### src/rtl/rvc_asap_5pl_vga_fill_ctrl.sv
// VGA frame-memory fill engine and port-A arbiter: core accesses always win,
// fills use idle cycles. Optional rectangle fills are enabled by VGA_FILL_RECT_EN.
module rvc_asap_5pl_vga_fill_ctrl #(
  parameter int VGA_WORDS = 9600,
  parameter int ROW_WORDS = 80,
  parameter int ADDR_W    = 14
) (
  input  logic              CLK_50,
  input  logic              Reset,
  input  logic [31:0]       core_data,
  input  logic [31:0]       core_address,
  input  logic [3:0]        core_byteena,
  input  logic              core_wren,
  input  logic              core_rden,
  input  logic              cfg_wr,
  input  logic [2:0]        cfg_addr,
  input  logic [31:0]       cfg_wdata,
  output logic [31:0]       mem_data,
  output logic [31:0]       mem_address,
  output logic [3:0]        mem_byteena,
  output logic              mem_wren,
  output logic              mem_rden,
  output logic              busy,
  output logic              done_pulse,
  output logic [ADDR_W-1:0] cur_idx
);

  typedef enum logic [1:0] {S_IDLE, S_FILL, S_DONE} state_t;

  localparam logic [ADDR_W:0]   VGA_LIM = (ADDR_W+1)'(VGA_WORDS);
  localparam logic [ADDR_W-1:0] ROW_W   = ADDR_W'(ROW_WORDS);
  localparam logic [ADDR_W-1:0] ONE     = ADDR_W'(1);

  state_t            state_q, state_d;
  logic [ADDR_W-1:0] start_q, count_q;
  logic [31:0]       pattern_q;
  logic [ADDR_W-1:0] idx_q, idx_d, rem_q, rem_d, col_q, col_d;
  logic              zdone_q, zdone_d;
  logic [ADDR_W-1:0] weff, idx_step, idx_adv;
  logic              row_end, core_act, cmd_start, cmd_abort, fill_wr;

  // Reduce a value below 2*VGA_WORDS into the frame index range.
  function automatic logic [ADDR_W-1:0] wrap_idx(input logic [ADDR_W:0] v);
    return ADDR_W'((v >= VGA_LIM) ? v - VGA_LIM : v);
  endfunction

  assign core_act  = core_wren | core_rden;
  assign cmd_start = cfg_wr && (cfg_addr == 3'd3) && cfg_wdata[0];
  assign cmd_abort = cfg_wr && (cfg_addr == 3'd3) && cfg_wdata[1];
  assign busy      = (state_q != S_IDLE);
  assign fill_wr   = (state_q == S_FILL) && !core_act && !cmd_abort;

`ifdef VGA_FILL_RECT_EN
  logic [ADDR_W-1:0] width_q;
  assign weff = ((width_q == '0) || (width_q > ROW_W)) ? ROW_W : width_q;
`else
  // A linear fill is a rectangle one full row wide, so the step is always 1.
  assign weff = ROW_W;
`endif

  assign row_end  = (col_q == weff - ONE);
  assign idx_step = row_end ? (ROW_W - weff + ONE) : ONE;
  assign idx_adv  = wrap_idx({1'b0, idx_q} + {1'b0, idx_step});

  always_ff @(posedge CLK_50) begin
    if (Reset) begin
      start_q   <= '0;
      count_q   <= '0;
      pattern_q <= '0;
`ifdef VGA_FILL_RECT_EN
      width_q   <= '0;
`endif
    end else if (cfg_wr && !busy) begin
      case (cfg_addr)
        3'd0: start_q   <= cfg_wdata[ADDR_W-1:0];
        3'd1: count_q   <= cfg_wdata[ADDR_W-1:0];
        3'd2: pattern_q <= cfg_wdata;
`ifdef VGA_FILL_RECT_EN
        3'd4: width_q   <= cfg_wdata[ADDR_W-1:0];
`endif
        default: ;
      endcase
    end
  end

  always_ff @(posedge CLK_50) begin
    if (Reset) begin
      state_q <= S_IDLE;
      idx_q   <= '0;
      rem_q   <= '0;
      col_q   <= '0;
      zdone_q <= 1'b0;
    end else begin
      state_q <= state_d;
      idx_q   <= idx_d;
      rem_q   <= rem_d;
      col_q   <= col_d;
      zdone_q <= zdone_d;
    end
  end

  always_comb begin
    state_d = state_q;
    idx_d   = idx_q;
    rem_d   = rem_q;
    col_d   = col_q;
    zdone_d = 1'b0;
    case (state_q)
      S_IDLE: begin
        if (cmd_start && !cmd_abort) begin
          if (count_q == '0) begin
            zdone_d = 1'b1;
          end else begin
            state_d = S_FILL;
            idx_d   = wrap_idx({1'b0, start_q});
            rem_d   = count_q;
            col_d   = '0;
          end
        end
      end
      S_FILL: begin
        if (cmd_abort) begin
          state_d = S_DONE;
        end else if (!core_act) begin
          idx_d = idx_adv;
          rem_d = rem_q - ONE;
          col_d = row_end ? '0 : col_q + ONE;
          if (rem_q == ONE) state_d = S_DONE;
        end
      end
      S_DONE:  state_d = S_IDLE;
      default: state_d = S_IDLE;
    endcase
  end

  // Port-A mux: the engine only takes the port on its own write cycles.
  always_comb begin
    mem_data    = core_data;
    mem_address = core_address;
    mem_byteena = core_byteena;
    mem_wren    = core_wren;
    mem_rden    = core_rden;
    if (fill_wr) begin
      mem_data    = pattern_q;
      mem_address = {{(30-ADDR_W){1'b0}}, idx_q, 2'b00};
      mem_byteena = 4'hF;
      mem_wren    = 1'b1;
      mem_rden    = 1'b0;
    end
  end

  assign done_pulse = (state_q == S_DONE) || zdone_q;
  assign cur_idx    = idx_q;

endmodule

### config.mk
export PLATFORM = sky130hd
export DESIGN_NAME = rvc_asap_5pl_vga_fill_ctrl
export DESIGN_NICKNAME = d
export VERILOG_FILES = /design/src/rtl/rvc_asap_5pl_vga_fill_ctrl.sv
export SDC_FILE = /design/constraint.sdc
export NUM_CORES = 1
export LEC_CHECK = 0
export CORE_MARGIN = 2
export CORE_UTILIZATION = 46
export CTS_BUF_LIST = sky130_fd_sc_hd__clkbuf_8
export DETAILED_ROUTE_END_ITERATION = 10
export PLACE_DENSITY_LB_ADDON = 0.08
export REMOVE_ABC_BUFFERS = 1
export SETUP_SLACK_MARGIN = 0.2
export SKIP_CTS_REPAIR_TIMING = 1
export SYNTH_ARGS = -nofsm -noshare
export SYNTH_HDL_FRONTEND = slang
export SYNTH_SLANG_ARGS = --single-unit
export TNS_END_PERCENT = 50
### constraint.sdc
create_clock -name CLK_50 -period 3 [get_ports CLK_50]
set_clock_uncertainty 0.15 [all_clocks]
set_input_delay 0.45 -clock CLK_50 [delete_from_list [all_inputs] [get_ports CLK_50]]
set_output_delay 0.45 -clock CLK_50 [all_outputs]
set_load 0.05 [all_outputs]
### The metal 1 layer, run 1

The bar under the picture is 20 um long.
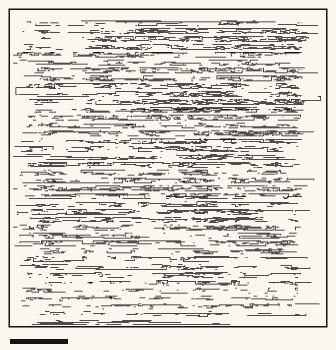
nets with wire on the layer = 908
longest straight run = 35.9 um
wire length on this layer = 7070 um
final wirelength: 18200 um
met1 usage: 36.1%
vias: 5940

### Signal wires on met2, run 1

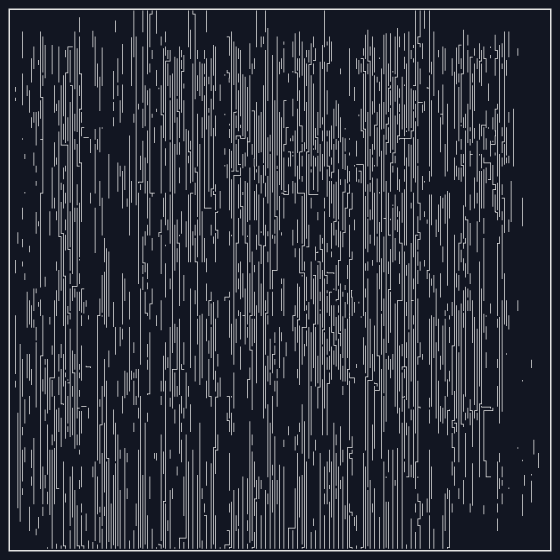
share of all routed wire = 50%
longest straight run = 56.4 um
main direction = vertical
nets with wire on the layer = 855
met2 usage: 53.1%

### Signal wires on met3, run 1

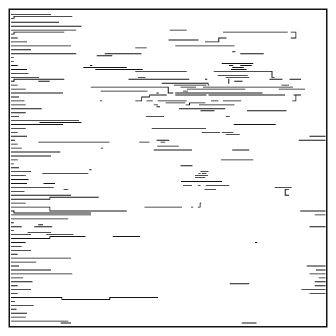
longest straight run = 30.8 um
nets with wire on the layer = 164
grt met3 use: 9.66%

==> results.yml, run 1 <==
# yosys + openroad results
power:
  comb_power_share_pct: 25.5
  power.switching_uw: 832
  p_clk_uw: 871
  p_per_area_nw_per_um2: 341
  power.leakage_uw: 0.00333
  p_seq_uw: 1240
  sw_frac_of_total_pct: 29.4
  seqPwrFrac_pct: 43.7
  p_total_uw: 2830
  p_clk_share_pct: 30.8
  ir_drop_mv: 0.208
  maxPowerGroup: "sequential cells"
  p_comb_uw: 720
  p_int_uw: 2000
clock_tree:
  cts_buffers: 9
  clkLatencyLatePin_ps: 370
  clockRootBuffer: "clkbuf_8"
  clkSlewWorstSetupHoldPaths_ps: 90
  cts-htree-levels: 3
  cts_tree: "built"
  clock_sink_count: 91
  clockBufferDepth: 2
worst_setup_path:
  rr_worst_depth: 12
  slowest_delay_ps: 460
  r2r_start: "cur_idx[0]"
  crit_end: "mem_data[3]"
  crit_type: "input pin to primary output"
  critPathBufInv: 3
  crit_path_start_kind: "input pin"
  cp_max_fo: 17
  worstPathRequired_ps: 2400
  cp_data_arrival_time_ps: 2180
  critPathCaptureType: "primary output"
  ff2ff_setup_slack_ps: 310
  timing.rr.end: "cur_idx[10]"
  crit_path_frequent_cell: "nand2_1"
  crit_chain: "clkdlybuf4s50_1 > and4b_1 > a21oi_4 > and2_4 > clkbuf_16 > nand2_1 > nand2_1 > buf_12"
detailed_routing:
  drc: 0
  ant_nets: 0
  drt_iter0_markers: 526
  wl_met2_um: 9170
  routedWlPerCell_um: 17.0
  viasPerCell: 5.54
  drt_pass1_iterations: 5
  m1WireLength_um: 7070
  top_layer_used: "met4"
  wl_met3_um: 1720
final_timing:
  fmax_ghz: 0.360
  whs_ps: 307
  period_used_pct: 92.6
  tightestPinTransition_ps: 770
  report.final.setup_viol: 0
  hold_violations: 0
  slew_headroom_pct: 48.7
  rsz0062_at_grt: "no"
  post-route-min-period_ps: 2780
  tns_ps: 0
  setup_slack_ps: 221
yosys:
  synthMuxAreaShare_pct: 3.34
  synth_warnings: 0
  ys_types: 57
  ys_dominant_reg_cell: "dfxtp_1"
  ys_sh_xor_pct: 1.72
  ys_async_sr_fraction_pct: 0
  syn_inst: 747
  yosysTopAreaCell: "dfxtp_1"
  top_cells_by_area: "dfxtp_1, nand2_1, a21oi_1"
  ys_sh_adder_pct: 1.23
  edf_count: 0
  yosysChipArea_sq_um: 5100
  ys_cells: 747
  synth.cell_area_sq_um: 5100
  ys_ff: 91
  top_cell: "nand2_1"
  synth.avg_cell_area_sq_um: 6.83
  top_logic_kind: "simple AND/OR/NAND/NOR gates"
  ys_seq_share_pct: 35.7
  synthSimpleGateAreaFrac_pct: 35.7
  ys_sh_aoi_pct: 17.4
  top_cell_area_share_pct: 35.7
  top_cells_by_count: "nand2_1, dfxtp_1, a21oi_1, nor2_1, clkbuf_1"
min_path:
  holdPathEnd: "pattern_q[28]"
  min_from: "pattern_q[28]"
  whs_path_depth: 2
global_routing:
  grt_pass1_vias: 5778
  grt_remaining_overflow: 0
  grt_max_degree: 42
  antenna_found_initial: 0
  grt.total_usage_pct: 30.4
  grt_pass1_wl_um: 28700
  grt-busiest-layer: "met2"
layout:
  comb_area_share_pct: 37.4
  largest_cell_class: "logic gates"
  nets: 1040
  stdcell_count: 1072
  num_antenna_cells: 0
  ff_count: 91
  regArea_sq_um: 1840
  layout.cells.most_common_list: "nand2_1, clkdlybuf4s50_1, dfxtp_1"
  seq_area_share_pct: 22.2
  top_register: "pattern_q"
  fin_area_sq_um: 8290
  syn_to_final_growth_pct: 62.5
  nMultiInputCombCells: 591
  clk_share_pct: 2.43
  lay_top_count: "nand2_1"
  buffers: 226
  fillers: 781
  drive_gt1_share_pct: 15.9
  largest_reg_flops: 32
  buf_share_pct: 35.4
place:
  dp.cells: 1049
  postPlaceCellArea_sq_um: 7930
  gp_congestion: 0.899
  place.detailed.hpwl_um: 13300
  post-place-ws_ps: -133
  portBuffers: 193
job:
  warnings: 26
floorplan:
  tap_cells: 140
  die_x_um: 109
  die_h_um: 109
  io_pins: 194
  core_sq_um: 10800
  dieArea_sq_um: 11900
  rows: 38
outcome:
  status: "finished, final reports clean"
## Run 2: what changed since run 1
CORE_UTILIZATION = 55   (was 46)
DONT_BUFFER_PORTS = 1   (was not set)
clock period = 3.19 ns   (was 3 ns; I/O delays follow)
### Signal wires on met4, run 2

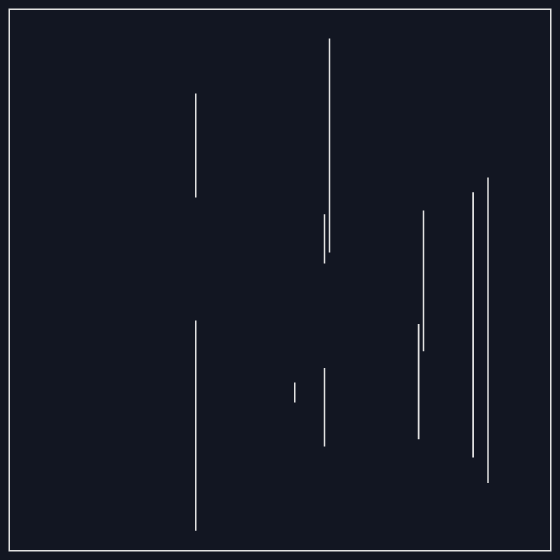
main direction = vertical
longest straight run = 56.4 um
wire length on this layer = 276 um
final wirelength: 15900 um
vias: 5381

### Signal wires on met2, run 2

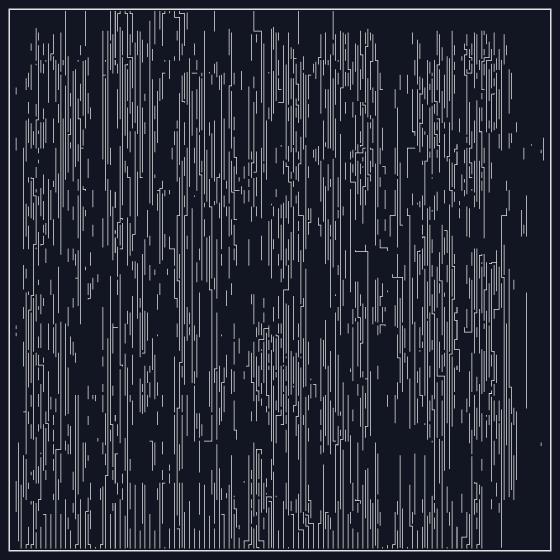
longest straight run = 41.3 um
nets with wire on the layer = 739
share of all routed wire = 48%
wire length on this layer = 7600 um
met2 usage: 51.4%

==> results.yml, run 2 <==
# yosys + openroad results
yosys:
  yosysChipArea_sq_um: 5100
  synth.cell_area_sq_um: 5100
  top_cells_by_area: "dfxtp_1, nand2_1, a21oi_1"
  yosysTopAreaCell: "dfxtp_1"
  ys_async_sr_fraction_pct: 0
  top_cell: "nand2_1"
  ys_sh_adder_pct: 1.23
  top_cell_area_share_pct: 35.7
  syn_inst: 747
  synthMuxAreaShare_pct: 3.34
  ys_sh_xor_pct: 1.72
  top_cells_by_count: "nand2_1, dfxtp_1, a21oi_1, nor2_1, clkbuf_1"
  synth_warnings: 0
  ys_cells: 747
  ys_dominant_reg_cell: "dfxtp_1"
  ys_ff: 91
  ys_seq_share_pct: 35.7
  top_logic_kind: "simple AND/OR/NAND/NOR gates"
  edf_count: 0
  synth.avg_cell_area_sq_um: 6.83
  ys_types: 57
  ys_sh_aoi_pct: 17.4
  synthSimpleGateAreaFrac_pct: 35.7
layout:
  regArea_sq_um: 1820
  fillers: 732
  logic_area_sq_um: 3060
  num_antenna_cells: 0
  buffers: 91
  drive_gt1_share_pct: 15.8
  nets: 905
  fin_util_pct: 71.9
  largest_reg_flops: 32
  clk_share_pct: 3.36
  layout.cells.most_common_list: "nand2_1, dfxtp_1, a21oi_1"
  nMultiInputCombCells: 591
  comb_area_share_pct: 46.8
  buf_share_pct: 19.4
  clock_buffers: 12
  syn_to_final_growth_pct: 28.3
  largest_cell_class: "logic gates"
  lay_top_count: "nand2_1"
  fin_area_sq_um: 6550
  seq_area_share_pct: 27.9
  ff_count: 91
  top_register: "pattern_q"
  stdcell_count: 908
  n_all_inverters: 8
detailed_routing:
  ant_nets: 0
  routedWlPerCell_um: 17.5
  wl_met3_um: 1590
  viasPerCell: 5.93
  top_layer_used: "met4"
  drc: 0
  m1WireLength_um: 6410
  drt_pass1_iterations: 5
  drt_iter0_markers: 360
  wl_met2_um: 7600
clock_tree:
  clockRootBuffer: "clkbuf_8"
  clock_sink_count: 91
  clkLatencyLatePin_ps: 360
  cts_tree: "built"
  cts-htree-levels: 3
  clockBufferDepth: 2
  cts_buffers: 9
  clkSlewWorstSetupHoldPaths_ps: 100
worst_setup_path:
  crit_chain: "nand4_4 > or3_2 > nand2_1 > ha_1 > inv_1 > a32oi_4 > nor4_4 > buf_4 > nor2_1 > mux2i_1 > o22ai_1"
  cp_num_cells: 11
  rr_worst_depth: 11
  r2r_start: "cur_idx[4]"
  slowest_stage: "dfxtp_1"
  crit_type: "flop to flop"
  critPathBufInv: 2
  worstPathRequired_ps: 3290
  critPathLaunch: "cur_idx[4]"
  path_delay_family: "simple AND/OR/NAND/NOR gates"
  ff2ff_setup_slack_ps: 390
  crit_end: "cur_idx[8]"
  cp_data_arrival_time_ps: 2890
  crit_path_start_kind: "flop"
  critPathCaptureType: "flop"
  cp_max_fo: 8
  slowest_delay_ps: 470
  timing.rr.end: "cur_idx[8]"
final_timing:
  whs_ps: 30.8
  period_used_pct: 87.7
  hold_violations: 0
  setup_slack_ps: 391
  report.final.setup_viol: 0
  post-route-min-period_ps: 2800
  slew_headroom_pct: 42.1
  tightestPinTransition_ps: 868
  tns_ps: 0
  rsz0062_at_grt: "yes"
  finalMaxSlewViolations: 0
  fmax_ghz: 0.357
place:
  gp_congestion: 0.885
  dp.cells: 891
  portBuffers: 0
  place.detailed.hpwl_um: 11600
  post-place-ws_ps: 161
  postPlaceCellArea_sq_um: 6290
power:
  power.switching_uw: 713
  p_seq_uw: 1170
  comb_power_share_pct: 18.3
  power.leakage_uw: 0.00266
  p_int_uw: 1770
  seqPwrFrac_pct: 47.0
  maxPowerGroup: "sequential cells"
  p_total_uw: 2480
  p_clk_uw: 861
  p_comb_uw: 453
  p_clk_share_pct: 34.7
  ir_drop_mv: 0.269
  sw_frac_of_total_pct: 28.8
  p_per_area_nw_per_um2: 379
outcome:
  status: "finished, final reports clean"
global_routing:
  met3_usage_pct: 10.3
  grt_pass1_wl_um: 25000
  grt_max_degree: 94
  grt-busiest-layer: "met2"
  antenna_found_initial: 0
  grt_pass1_vias: 5110
  use_met1_pct: 38.5
  grt.total_usage_pct: 31.1
  grt_remaining_overflow: 0
min_path:
  hp-class: "input pin to flop"
  holdPathEnd: "pattern_q[24]"
  min_from: "Reset"
  whs_path_depth: 1
floorplan:
  die_x_um: 100
  dieArea_sq_um: 10100
  initial_core_util_pct: 56.0
  rows: 35
  core_sq_um: 9110
  tap_cells: 111
  die_h_um: 100
  io_pins: 194
job:
  cap_violations: 0
  warnings: 27
## Run 3: what changed since run 2
GPL_TIMING_DRIVEN = 0   (was not set)
### Congestion heat map, run 3

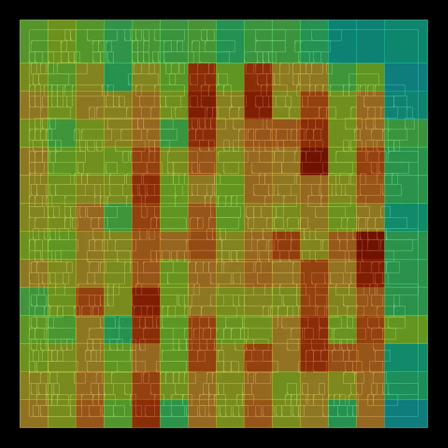
Util after Layout: 61.8%
grt met3 use: 6.20%

### The metal 1 layer, run 3

The bar under the picture is 20 um long.
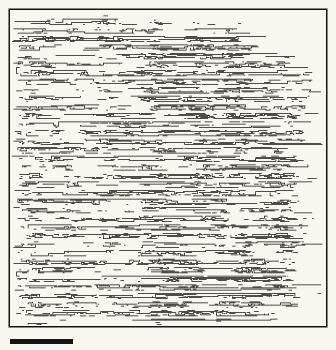
main direction = horizontal
wire length on this layer = 6890 um
share of all routed wire = 46%
vias: 4991
final wirelength: 14900 um
met1 usage: 39.4%

==> results.yml, run 3 <==
# yosys + openroad results
yosys:
  synth_warnings: 0
  top_cell: "nand2_1"
  yosysChipArea_sq_um: 5100
  ys_seq_share_pct: 35.7
  ys_dominant_reg_cell: "dfxtp_1"
  synth.cell_area_sq_um: 5100
  ys_sh_xor_pct: 1.72
  syn_inst: 747
  edf_count: 0
  ys_ff: 91
  synthSimpleGateAreaFrac_pct: 35.7
  ys_async_sr_fraction_pct: 0
  ys_sh_aoi_pct: 17.4
  top_cells_by_count: "nand2_1, dfxtp_1, a21oi_1, nor2_1, clkbuf_1"
  synthMuxAreaShare_pct: 3.34
layout:
  n_all_inverters: 8
  syn_to_final_growth_pct: 10.4
  fillers: 852
  regArea_sq_um: 1850
  nets: 829
  layout.cells.most_common_list: "nand2_1, dfxtp_1, a21oi_1"
  buf_share_pct: 2.47
  largest_cell_class: "logic gates"
  clock_buffers: 9
  num_antenna_cells: 0
  seq_area_share_pct: 32.9
  logic_area_sq_um: 3260
  top_register: "pattern_q"
  nMultiInputCombCells: 592
power:
  p_clk_uw: 841
  sw_frac_of_total_pct: 31.3
  p_seq_uw: 1160
  p_total_uw: 2300
  power.leakage_uw: 0.00210
  p_clk_share_pct: 36.5
  ir_drop_mv: 0.247
  p_int_uw: 1580
  maxPowerGroup: "sequential cells"
place:
  postPlaceCellArea_sq_um: 5100
  gp_congestion: 0.834
  place.detailed.hpwl_um: 9910
clock_tree:
  clkSlewWorstSetupHoldPaths_ps: 100
  cts_tree: "built"
  cts_buffers: 9
  clockRootBuffer: "clkbuf_8"
detailed_routing:
  wl_met3_um: 976
  routedWlPerCell_um: 17.9
  top_layer_used: "met4"
  viasPerCell: 6.00
  wl_met2_um: 6800
  drc: 0
  m1WireLength_um: 6890
worst_setup_path:
  crit_end: "cur_idx[10]"
  rr_worst_depth: 10
  crit_chain: "nand3_4 > or3_2 > nand2_1 > ha_2 > inv_1 > a32oi_4 > nor4_4 > or4_1 > nand3_1 > a21oi_1"
  crit_path_start_kind: "flop"
  cp_max_fo: 8
  slowest_stage: "or4_1"
  critPathLaunch: "cur_idx[0]"
  critPathBufInv: 1
  slowest_delay_ps: 530
  cp_data_arrival_time_ps: 2990
  r2r_start: "cur_idx[0]"
  cp_num_cells: 10
global_routing:
  met2_usage_pct: 42.7
  antenna_found_initial: 0
  grt_remaining_overflow: 0
  grt_pass1_wl_um: 22400
  grt_pass1_vias: 4341
  grt_max_degree: 94
final_timing:
  tightestPinTransition_ps: 952
  hold_violations: 0
  finalMaxSlewViolations: 0
  post-route-min-period_ps: 2900
  fmax_ghz: 0.345
job:
  warnings: 27
  cap_violations: 0
floorplan:
  rows: 35
  die_h_um: 100
  tap_cells: 111
  die_x_um: 100
  io_pins: 194
min_path:
  min_from: "Reset"
  hp-class: "input pin to flop"
outcome:
  status: "finished, final reports clean"
Power is estimated from default activity; no workload was simulated.
